`config.mk`:
```
export PLATFORM = sky130hd
export DESIGN_NAME = denorm
export DESIGN_NICKNAME = d
export VERILOG_FILES = /design/src/rtl/denorm.sv
export SDC_FILE = /design/constraint.sdc
export NUM_CORES = 1
export LEC_CHECK = 0
export CAP_MARGIN = 20
export CORE_ASPECT_RATIO = 1.4
export CORE_MARGIN = 1.5
export CORE_UTILIZATION = 30
export CTS_BUF_LIST = sky130_fd_sc_hd__clkbuf_8
export DETAILED_ROUTE_END_ITERATION = 12
export GPL_TIMING_DRIVEN = 0
export PLACE_DENSITY_LB_ADDON = 0.25
export SYNTH_ARGS = -nofsm -noshare
export SYNTH_HDL_FRONTEND = slang
export SYNTH_SLANG_ARGS = --single-unit
export TNS_END_PERCENT = 20
```
`constraint.sdc`:
```
create_clock -name clk -period 3.76 [get_ports clk]
set_input_delay 0.564 -clock clk [delete_from_list [all_inputs] [get_ports clk]]
set_output_delay 0.564 -clock clk [all_outputs]
set_load 0.02 [all_outputs]
```
`src/rtl/denorm.sv`:
```
// denorm: nibble-stepped right shifter that re-inserts leading zeros and reports a sticky bit.
// Define DENORM_ARITH_EN to make arith=1 request sign fill (arithmetic shift right).
module denorm (
   input  logic        clk,
   input  logic        reset,
   input  logic        start,
   input  logic [31:0] a,
   input  logic [5:0]  n,
   input  logic        arith,
   output logic [31:0] c,
   output logic        sticky,
   output logic        busy,
   output logic        done
);
   typedef enum logic [1:0] {IDLE, SHIFT, DONE} state_t;
   state_t     state;
   logic [5:0] rem;
   logic       fill;
   logic       accept;
   assign accept = start && state == IDLE && !busy;
`ifdef DENORM_ARITH_EN
   always_ff @(posedge clk or posedge reset)
      if (reset) fill <= 1'b0;
      else if (accept) fill <= arith & a[31];
`else
   logic unused_arith;
   assign unused_arith = arith;
   assign fill = 1'b0;
`endif
   // busy trails DONE by one cycle so the earliest restart is the first settled IDLE cycle
   always_ff @(posedge clk or posedge reset)
      if (reset) begin
         state  <= IDLE;
         rem    <= 6'd0;
         c      <= 32'd0;
         sticky <= 1'b0;
         busy   <= 1'b0;
         done   <= 1'b0;
      end else begin
         done <= state == DONE;
         busy <= accept || state != IDLE;
         case (state)
            IDLE:
               if (accept) begin
                  c      <= a;
                  rem    <= n > 6'd32 ? 6'd32 : n;
                  sticky <= 1'b0;
                  state  <= SHIFT;
               end
            SHIFT:
               if (rem >= 6'd4) begin
                  c      <= {{4{fill}}, c[31:4]};
                  sticky <= sticky | (|c[3:0]);
                  rem    <= rem - 6'd4;
               end else if (rem != 6'd0) begin
                  c      <= {fill, c[31:1]};
                  sticky <= sticky | c[0];
                  rem    <= rem - 6'd1;
               end else state <= DONE;
            default: state <= IDLE;
         endcase
      end
endmodule

```
run_1/gate_families.png
The bar under the picture is 20 µm long.
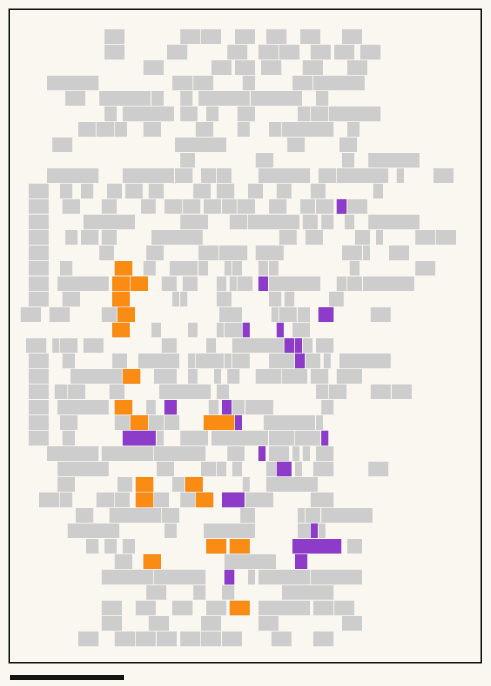
legend:
  purple:
    family: NOR gates
    cells: 20
  orange:
    family: AND-OR and OR-AND gates
    cells: 18
final non-filler cell total: 449
fraction of standard cell area in multi-input logic: 37.9%

run_1/metal_stack.png
The bar under the picture is 20 µm long.
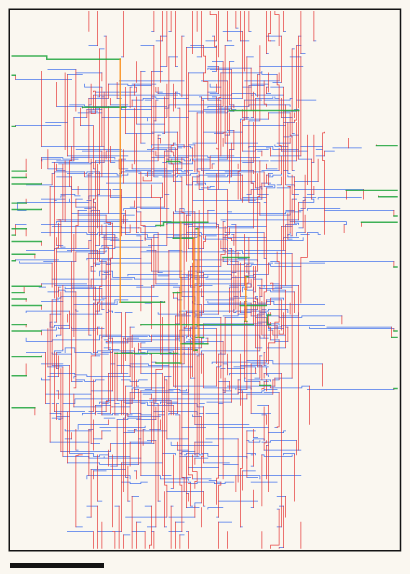
legend:
  blue:
    layer: met1
    wire_length: 3,640 µm
  orange:
    layer: met4
    wire_length: 138 µm
  red:
    layer: met2
    wire_length: 4,530 µm
  green:
    layer: met3
    wire_length: 255 µm
vias post-DR: 2,556
routed wire length per instance: 19.1 µm

run_1/clock_map.png
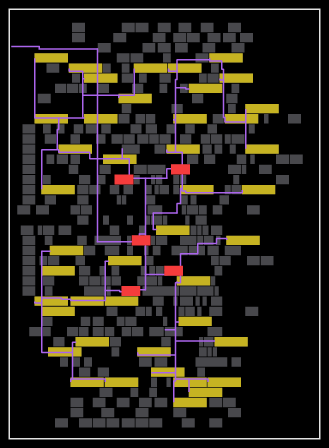
legend:
  red:
    item: cells driving clock nets
    count: 5
  yellow:
    item: flip-flops
    count: 43
  purple:
    item: clock wires
    length: 610 µm
routed clock nets: 6

==> summary.txt, run 1 <==
Numbers from the implementation run.

After synthesis, the netlist uses 44 different library cells. The number of logged tool warnings is 30. For the pin with the worst max-slew slack, the measured transition is 521 ps. The total global routing track utilization is 18.1%. The level count of the clock H-tree is 2. The ratio of total power to cell area is 957 mW/mm². The global route stage reports its total congestion overflow as 0. Measured in cells, the most critical reg-to-reg path has a length of 7. In the post-synthesis netlist, the biggest area contributors are dfrtp_1 (40%), o2bb2ai_1 (8.8%), a211oi_1 (7.3%), o22ai_1 (6.5%), o31a_1 (4.2%). The via count of the first global-routing pass was 2,772. The endpoint required time on the critical path is 3940 ps.

Per the synth log, the flip-flop and latch total comes to 43. The number of antenna violations at the first check in global routing is 0. The residual DRC count is 0.

Detailed-route iteration 0 reported a violation count of 169. Input and output buffers added on the ports amount to 75. The count of flip-flops with a built-in enable after synthesis is 0. Including well taps, the total number of placed cells is 441.

Dividing the synthesized area by the synthesized cell count gives 10.3 µm². The wire length after detailed routing is 8.56 mm. The first global-routing pass estimated 13.9 mm of wire.

The end point of the worst hold path is sticky$_DFFE_PP0P_. Sorting the synthesized cells by how often they occur yields dfrtp_1 (43), o22ai_1 (28), o2bb2ai_1 (27), a211oi_1 (26), o31a_1 (13). The final count of hold timing violations is 0.

The I/O pin count is 77. The reg-to-reg critical path endpoint is c[4]$_DFFE_PP0P_. Sequential elements use 40.1% of the synthesized area.

The repair_antennas step left the layout with diodes totalling 0. The portion of the clock cycle consumed by the worst path in the final layout is 57.3%. Once detail routing completed, the nets flagged for antenna violations numbered 0. Summing every instance area after synthesis gives 0.00268 mm².

The layout cell share with drive strength beyond 1 is 11.6%. At the worst endpoint, the arrival time is 2340 ps. The category of the critical setup timing path is reg -> reg. The number of nets in the layout is 390. Entering global routing, the biggest net connects 26 pins.

After layout, the setup clock skew is reported as 9.90 ps. The number of cells on the worst hold path is listed as 2. The number of detailed-routing iterations run before antenna repair is 4. The flow ran to the end, and the final reports show no timing, DRC or antenna violations. The total half-perimeter wirelength after legalization and detailed placement is 6.25 mm. In this run the layout overhead on the synthesized area is reported as 37.4%. In this run the tightest slew margin relative to its limit is 65.3%. The synthesis stats list as the most numerous cell dfrtp_1. The post-CTS hold buffer count recorded in the log is 0.
## run 1: worst max-delay path by stage
stage / endpoint / slack, ps / cells after the start / from
2_1_floorplan: c[19]$_DFFE_PP0P_ / 2010 / 8 / rem[2]$_DFFE_PP0P_
3_3_place_gp: busy$_DFF_PP0_ / 1190 / 2 / reset
3_5_place_dp: c[15]$_DFFE_PP0P_ / 1580 / 6 / start
4_1_cts: c[4]$_DFFE_PP0P_ / 1650 / 7 / rem[2]$_DFFE_PP0P_
5_1_grt: c[4]$_DFFE_PP0P_ / 1490 / 7 / rem[2]$_DFFE_PP0P_
6_report: c[4]$_DFFE_PP0P_ / 1610 / 7 / rem[2]$_DFFE_PP0P_
## run 1: kinds of logic (layout without fill, tap and decap cells)
kind of cell    Yosys count  count (layout)  synth area share [%]
simple gates             50              50                  14.0
compound gates          118             118                  34.0
fa+ha+maj                 5               5                  2.33
mux                       4               4                  1.49
xor+xnor                  1               1                 0.327
buf+inv                  39             123                  7.79
flops                    43              43                  40.1
## run 1: through the flow
step	instance area, µm²	setup WS (ps)	power, W	hold WS [ps]	utilization (%)
finish	3680	1610	0.00352	521	42.8
global route	3680	1490	0.00377	563	42.8
CTS	3680	1650	0.00354	528	42.8
detailed placement	3580	1580	0.00320	515	41.6
global placement	3560	1190	0.00317	508	41.4
floorplan	2680	2010	0.00239	494	-
## run 1: sequential cells by signal, summed over array words and instances, names as in the netlist
name,count
done,1
c,32
rem,6
state,2
sticky,1
busy,1
## run 1: power breakdown
group / switching [W] / total, W / internal (W)
sequential: 0.000243 / 0.000926 / 0.000683
combinational: 0.00126 / 0.00227 / 0.00101
clock: 0.000163 / 0.000328 / 0.000165
## run 1: cells in the final DEF (no fill, tap or decap), types with 6 or more instances in the layout
cell type / n
buf_4: 6
buf_2: 11
o2bb2ai_1: 27
nor2_1: 7
inv_1: 10
and4_1: 11
o22ai_1: 28
dfrtp_1: 43
clkbuf_8: 7
clkdlybuf4s50_1: 75
o31a_1: 13
clkbuf_1: 8
a211oi_1: 26
nor3_1: 6
## run 1: worst max-delay path: stages (launching register included)
cell and delay (ps):
dfrtp_1 420, inv_1 150, ha_1 280, and2b_2 250
nand3_2 230, buf_2 270, a211oi_1 320, o2bb2ai_1 110
## run 1: layer usage
layer	vias up	global-route usage [%]	part of all wire, %
met1	1272	22.0	42
met5	-	0	0
li1	1210	-	-
met2	62	32.8	53
met3	12	2.15	3.0
met4	0	6.67	1.6
## run 1: final cells by class
class,instances,area share [%]
clock inverters,1,0.102
multi-input cells,178,37.9
well taps,105,3.57
plain buffers,29,4.65
clock buffers,7,2.62
inverters,10,1.02
repair buffers,76,20.9
flip-flops and latches,43,29.2
==> run 2, diff against run 1 <==
- clock period: 3.76 -> 2 ns (I/O delays scaled with it)
run_2/clock_map.png
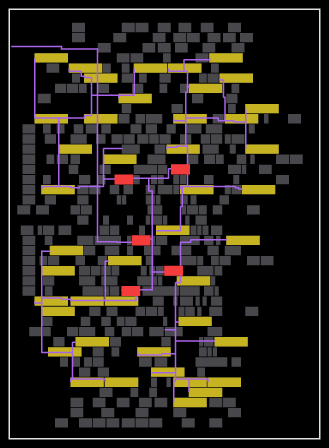
legend:
  red:
    item: cells driving clock nets
    count: 5
  purple:
    item: clock wires
    length: 617 µm
  yellow:
    item: flip-flops
    count: 43
routed clock nets: 6
skew final: 8.04 ps
source-to-sink clock delay at the later pin of the worst-skew pair: 290 ps
power drawn by the clock network: 0.000617 W
clock group share of total power: 8.9%

run_2/final_congestion.png
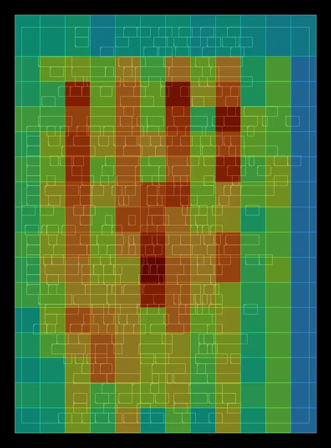
global routing usage on met3: 2.15%
routed wire length per instance: 19.2 µm
most heavily used metal layer in global routing: met2
global-route total usage across every layer: 18.1%

==> summary.txt, run 2 <==
Numbers from the implementation run.

Status: finished clean (unchanged). The via total after detailed routing is 2,587 (was 2,556). The flip-flop count of the largest register after layout is 32 (unchanged). The worst path setup slack after routing is 68.4 ps (was 1610 ps). The synthesis-to-finish area growth is 42.2% (was 37.4%). The via count of the first global-routing pass is 2,779 (was 2,772). Post-synth area hogs: dfrtp_1 (40%), o2bb2ai_1 (8.8%), a211oi_1 (7.3%), o22ai_1 (6.5%), o31a_1 (4.2%) (unchanged). The critical path arrival is 2110 ps (was 2340 ps). The level count of the clock H-tree is 2 (unchanged). The number of logged tool warnings is 32 (was 30). The count of input and output buffers was 75 (unchanged). The post-place instance area was 0.00358 mm² (unchanged). The share of synthesized area occupied by flip-flops and latches is 40.1% (unchanged). The layout cell share with drive strength beyond 1 is 18.2% (was 11.6%). The count of flip-flops with a built-in enable after synthesis is 0 (unchanged). The register with the most flip-flops is c (unchanged). The wire length of the first global-routing pass is 14.0 mm (was 13.9 mm). The final count of hold timing violations is 0 (unchanged). The final design instance area without fill is 0.00381 mm² (was 0.00368 mm²). The worst hold slack is 328 ps (was 521 ps). Most frequently placed logic cells in the final layout: clkdlybuf4s50_1 (75), dfrtp_1 (43), o22ai_1 (28) (unchanged).

The number of detailed-routing iterations run before antenna repair is 5 (was 4). The ratio of total power to cell area is 1810 mW/mm² (was 957 mW/mm²). The I/O pin count was 77 (unchanged).

The antenna diode count is 0 (unchanged). The mean instance size in the synthesized netlist is 10.3 µm² (unchanged). The number of antenna violations at the first check in global routing is 0 (unchanged). The endpoint required time on the critical path is 2180 ps (was 3940 ps).

The number of synthesized register bits was 43 (unchanged). The top cell type by instance count after synthesis is dfrtp_1 (unchanged). The number of nets with antenna violations after detailed routing is 0 (unchanged). The pre-CTS setup slack was -84.4 ps (was 1580 ps). The pin count of the biggest net entering global routing is 26 (unchanged).

The count of cells along the worst register-to-register path was 8 (was 7). The leading cell type in the layout, fill and taps excluded is clkdlybuf4s50_1 (unchanged). The residual DRC count is 0 (unchanged).

Commonest cells post-synth: dfrtp_1 (43), o22ai_1 (28), o2bb2ai_1 (27), a211oi_1 (26), o31a_1 (13) (unchanged). The total power consumption of the routed design came to 0.00691 W (was 0.00352 W).
run_2/density.png
The die is cut into 8 by 11 equal tiles; dark blue is low, red is high, 0 to 100% covered.
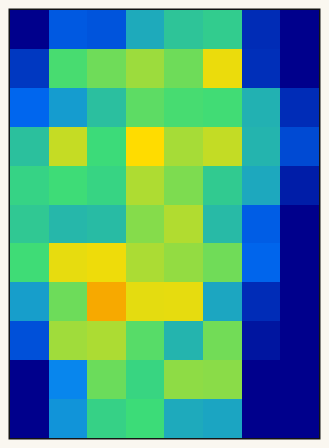
emptiest ninth of the die: south-east
fullest tile: 81%
mean over tiles: 39%
nearly empty tiles: 15%
tiles over 75% full: 1.1%

-- run 2: final cells by class --
cell class | count | area share, %
timing repair buffer | 83 | 21.6
tap | 105 | 3.45
clock buffer | 7 | 2.53
multi-input combinational | 178 | 38.4
clock inverter | 1 | 0.0985
sequential | 43 | 28.2
inverter | 10 | 0.985
buffer | 29 | 4.76
-- run 2: cells by family (layout without fill, tap and decap cells) --
| family | after synthesis | count (layout) | synth area share, % |
|---|---|---|---|
| xor+xnor | 1 | 1 | 0.327 |
| fa+ha+maj | 5 | 5 | 2.33 |
| compound gates | 118 | 118 | 34.0 |
| buf+inv | 39 | 130 | 7.79 |
| flops | 43 | 43 | 40.1 |
| mux | 4 | 4 | 1.49 |
| simple gates | 50 | 50 | 14.0 |
-- run 2: what timing repair did --
| action | 4_1_cts | 5_1_grt |
|---|---|---|
| endpoints found under the setup margin | 14 | 29 |
| gates cloned | 0 | 0 |
| hold endpoints to repair | 0 | 0 |
| pin swaps | 0 | 2 |
| gates resized | 4 | 18 |
| hold buffers | 0 | 0 |
| buffers inserted | 0 | 7 |
-- run 2: path summary, 6_finish.rpt --
path / endpoint / start
hold reg to reg: sticky$_DFFE_PP0P_ / sticky$_DFFE_PP0P_
min in group clk: sticky$_DFFE_PP0P_ / sticky$_DFFE_PP0P_
setup / recovery: c[16]$_DFFE_PP0P_ / rem[2]$_DFFE_PP0P_
setup reg to reg: c[16]$_DFFE_PP0P_ / rem[2]$_DFFE_PP0P_
max in group asynchronous: c[13]$_DFFE_PP0P_ / reset
hold / removal: c[20]$_DFFE_PP0P_ / reset
-- run 2: layer usage --
metal / vias to the layer above / GRT usage (%) / share of wire, %
met5: - / 0 / 0
met2: 53 / 33.0 / 54
li1: 1220 / - / -
met4: 0 / 6.67 / 1.4
met3: 10 / 2.15 / 2.7
met1: 1304 / 22.0 / 42
-- run 2: power breakdown --
part | total, W | internal [W] | switching, W
Combinational | 0.00453 | 0.00206 | 0.00247
Sequential | 0.00176 | 0.00128 | 0.000475
Clock | 0.000617 | 0.000311 | 0.000306
Total | 0.00691 | 0.00365 | 0.00325
-- run 2: stage by stage --
| step | utilization, % | cells |
|---|---|---|
| global route | 44.3 | 456 |
| floorplan | - | 260 |
| detailed placement | 41.6 | 441 |
| CTS | 43.0 | 449 |
| global placement | 41.4 | 440 |
| finish | 44.3 | 456 |
-- run 2: worst max-delay path: stages (launching register included) --
cell	delay, ps
dfrtp_1	430
inv_2	110
ha_2	240
nand2b_4	60
buf_6	140
buf_2	180
o31a_1	300
a211oi_1	240
o2bb2ai_1	110
Power and IR drop assume default switching activity.
